==> config.mk <==
export PLATFORM = sky130hd
export DESIGN_NAME = ex_mem_stage_reg
export DESIGN_NICKNAME = d
export VERILOG_FILES = /design/src/rtl/pipe_pkg.sv /design/src/rtl/byte_lane_gen.sv /design/src/rtl/ex_mem_stage_reg.sv
export SDC_FILE = /design/constraint.sdc
export NUM_CORES = 1
export LEC_CHECK = 0
export CAP_MARGIN = 20
export CORE_UTILIZATION = 37
export DETAILED_ROUTE_END_ITERATION = 10
export PLACE_DENSITY = 0.85
export SYNTH_ARGS = -nofsm -noshare
export SYNTH_HDL_FRONTEND = slang
export SYNTH_HIERARCHICAL = 1
export SYNTH_SLANG_ARGS = --single-unit
==> constraint.sdc <==
create_clock -name clock -period 2.1 [get_ports clock]
set_clock_uncertainty 0.2 [all_clocks]
set_input_delay 0.42 -clock clock [delete_from_list [all_inputs] [get_ports clock]]
set_output_delay 0.42 -clock clock [all_outputs]
set_load 0.03 [all_outputs]
Wiring by layer:
Drawn at 4 px/µm. Two of the layers only.
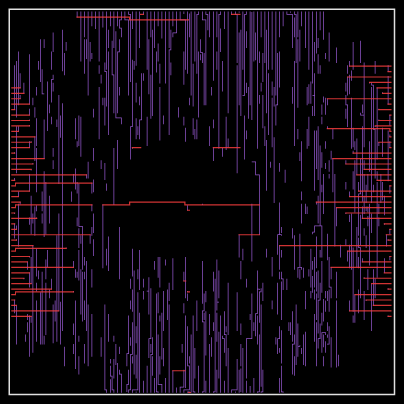
M3 -> red  # wire length 660 µm
M2 -> purple  # wire length 4,540 µm
WL/cell: 14.0 µm
routed wire length: 8590 µm
Vias: 2,813
Total Routing Usage GR: 17.5%

Wire density map:
Drawn at 3 px/µm. 19 x 19 tiles, from dark purple (low) to yellow (high), scaled to the fullest tile. Values are wire area over tile area, all layers added.
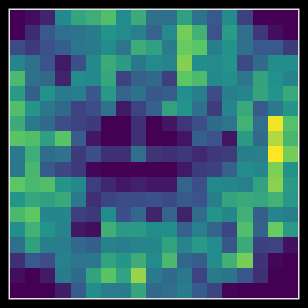
tiles over half the peak = 27%
emptiest ninth of the die = middle
nearly empty tiles = 8.9%

Placement view:
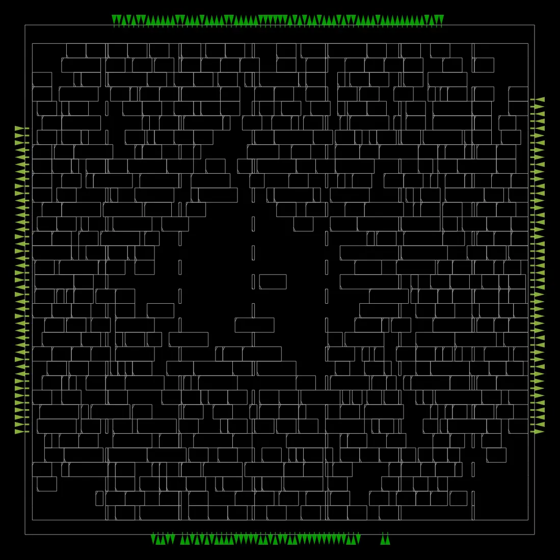
final cell count without fillers: 613
num rows: 33
Layout Utilization: 65.1%
Core ar.: 8380 µm²

Layout detail:
Window x 33 to 63, y 33 to 63 µm. Cells in grey, sequential cells in the stronger grey; small squares are vias.
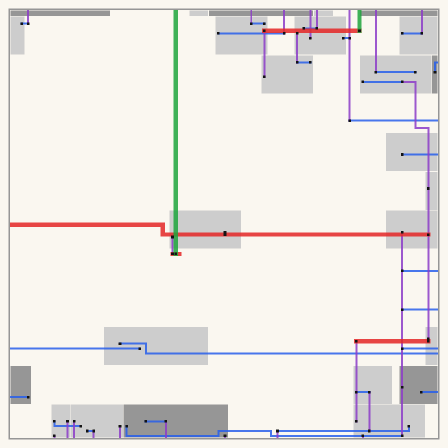
M2 -> purple
M4 -> green
M1 -> blue
M3 -> red
cells with their middle in the window = 12
sequential cells in the window = 1
most frequent = clkbuf_8 (3), clkdlybuf4s50_1 (3), mux2i_1 (2)

==> flow_summary.yaml <==
# generated from flow reports
run_status:
  status: "complete, but fails checks"
  violations: "negative setup slack"
sta:
  finalClockPeriodUsage_pct: 108
  max_freq_mhz: 440
  setup_viol: 3
  rsz0062_at_grt: "yes"
  tightest_slew_ps: 471
  drv_slew: 0
  fin_ws_ps: -171
  min_period_ps: 2270
  hold-worst-slack_ps: 294
flow_run:
  tool_warnings: 29
  drv_cap: 0
setup_path:
  startpoint_type: "flop"
  cp.arrival_ps: 1650
  worst-setup-path-type: "reg2out"
  cp-end-kind: "primary output"
  ff2ff_path_depth: 3
  cp.required_ps: 1480
  regToRegSetupSlack_ps: 1080
logic_synthesis:
  ys_sh_mux_pct: 21.4
  synth_chip_area_um2: 3270
  synthesis.nets: 416
  yosysWarnings: 6
  ys_seq_share_pct: 47.8
  postSynth.asyncResetShare_pct: 0
  ys_cells: 327
  synth.logic.top_family: "multiplexers"
  synth_area_leader_cell: "dfxtp_1"
  syn_area_per_cell_um2: 9.99
  flop_cell: "dfxtp_1"
  top_cell_area_share_pct: 47.8
  fa_ha_area_share_pct: 0
  edf_count: 0
  xor_share_pct: 2.95
  simple_gate_area_share_pct: 12.8
  synth_cell_types: 31
  synth_area_um2: 3270
  area_leaders: "dfxtp_1 48%, mux2i_1 21%, nor2_1 9.0%, buf_4 8.5%, xor2_1 1.9%"
finish:
  syn2layout_area_growth_pct: 67.1
  n_antenna_cell: 0
  design_area_um2: 5460
  finalNetCount: 592
  drive_gt1_share_pct: 9.25
  lay_top_count: "clkdlybuf4s50_1"
  seq_area_um2: 1570
  logic_area_um2: 1390
  nFillCells: 694
  final_cell_mix: "185 x clkdlybuf4s50_1, 78 x nor2_1, 75 x dfxtp_1"
floorplanning:
  dieWidth_um: 96.0
  fp.dieH_um: 96.0
  initCoreUtil_pct: 39.0
  ios: 202
  die_area_um2: 9210
min_path:
  min_path_cells: 2
  hp-class: "reg2reg"
clocking:
  clk_latency_ps: 320
  h-tree-depth: 3
  clockBufferDepth: 2
  cts_tree: "yes"
  numCtsBuffers: 9
  clk_pin_slew_worst_paths_ps: 70
  ctsRootBufferMaster: "clkbuf_8"
  clock_sinks: 78
power:
  worst_ir_drop_vdd_uv: 436
  p_per_area_nw_per_um2: 622
  leakagePower_nw: 2.29
  power_mw: 3.40
detailed_routing:
  dr.pass1.iters: 4
  viasPerCell: 4.59
  drc: 0
  drtAntennaViolNets: 0
  detail_route.iter0.violations: 31
grt:
  grt-ovfl-total: 0
  grt_pass1_vias: 2636
  antenna_found_initial: 0
  grt_max_degree: 45
placement:
  gp_congestion: 0.694
  dpl.hpwl_um: 6620
  postPlaceCellArea_um2: 5180
  io_buffers: 201
stage by stage:
stage          setup WS (ps)  setup TNS, ps  instances
2_1_floorplan          -26.6          -26.6        327
3_3_place_gp            -232           -623        595
3_5_place_dp            -266           -895        595
4_1_cts                 -208           -613        612
5_1_grt                 -224           -656        613
6_report                -171           -486        613
cell usage after synthesis (all sizes together) (2+ instances only):
cell type   n
a22oi       4
a211oi      2
xor2        7
nor3b       2
nor3        5
a21oi       5
xnor2       4
mux2i      70
nand2       2
clkbuf      5
nor2       78
buf        46
dfxtp      78
nor4bb      2
inv         3
o21ai       2
nand3       2
layout make-up:
cell class / instances / area share [%]
Clock buffer: 11 / 2.59
Timing Repair Buffer: 216 / 39.1
Multi-Input combinational cell: 195 / 25.4
Tap cell: 105 / 2.41
Clock inverter: 5 / 1.51
Sequential cell: 78 / 28.8
Inverter: 3 / 0.206
repair_timing:
item | in CTS | in global routing
gates resized | 11 | 9
setup endpoints to repair | 6 | 9
hold buffers | 0 | 0
pin swaps | 8 | 6
buffers inserted | 1 | 1
logic make-up after synthesis:
| kind of cell | after synthesis |
|---|---|
| buf+inv | 54 |
| compound gates | 17 |
| xor+xnor | 11 |
| mux | 70 |
| simple gates | 97 |
| flops | 78 |
where the power goes:
| part | switching [mW] | total (mW) | internal [mW] |
|---|---|---|---|
| Sequential | 0.0282 | 1.54 | 1.52 |
| Clock | 0.535 | 1.24 | 0.703 |
| Combinational | 0.282 | 0.615 | 0.334 |
worst max-delay path, cell delays in order (launching register included):
cell and delay, ps:
dfxtp_4 370, or4_4 500, o211ai_4 220, a211oi_2 70
buf_4 170
metal layers:
metal	wire [µm]	GRT usage, %	part of all wire [%]
met3	659	4.82	7.7
met5	0	0	0
met2	4540	33.2	53
met4	161	7.09	1.9
met1	3230	18.2	38
No activity file was given, so power comes from the tool's default toggle rates.
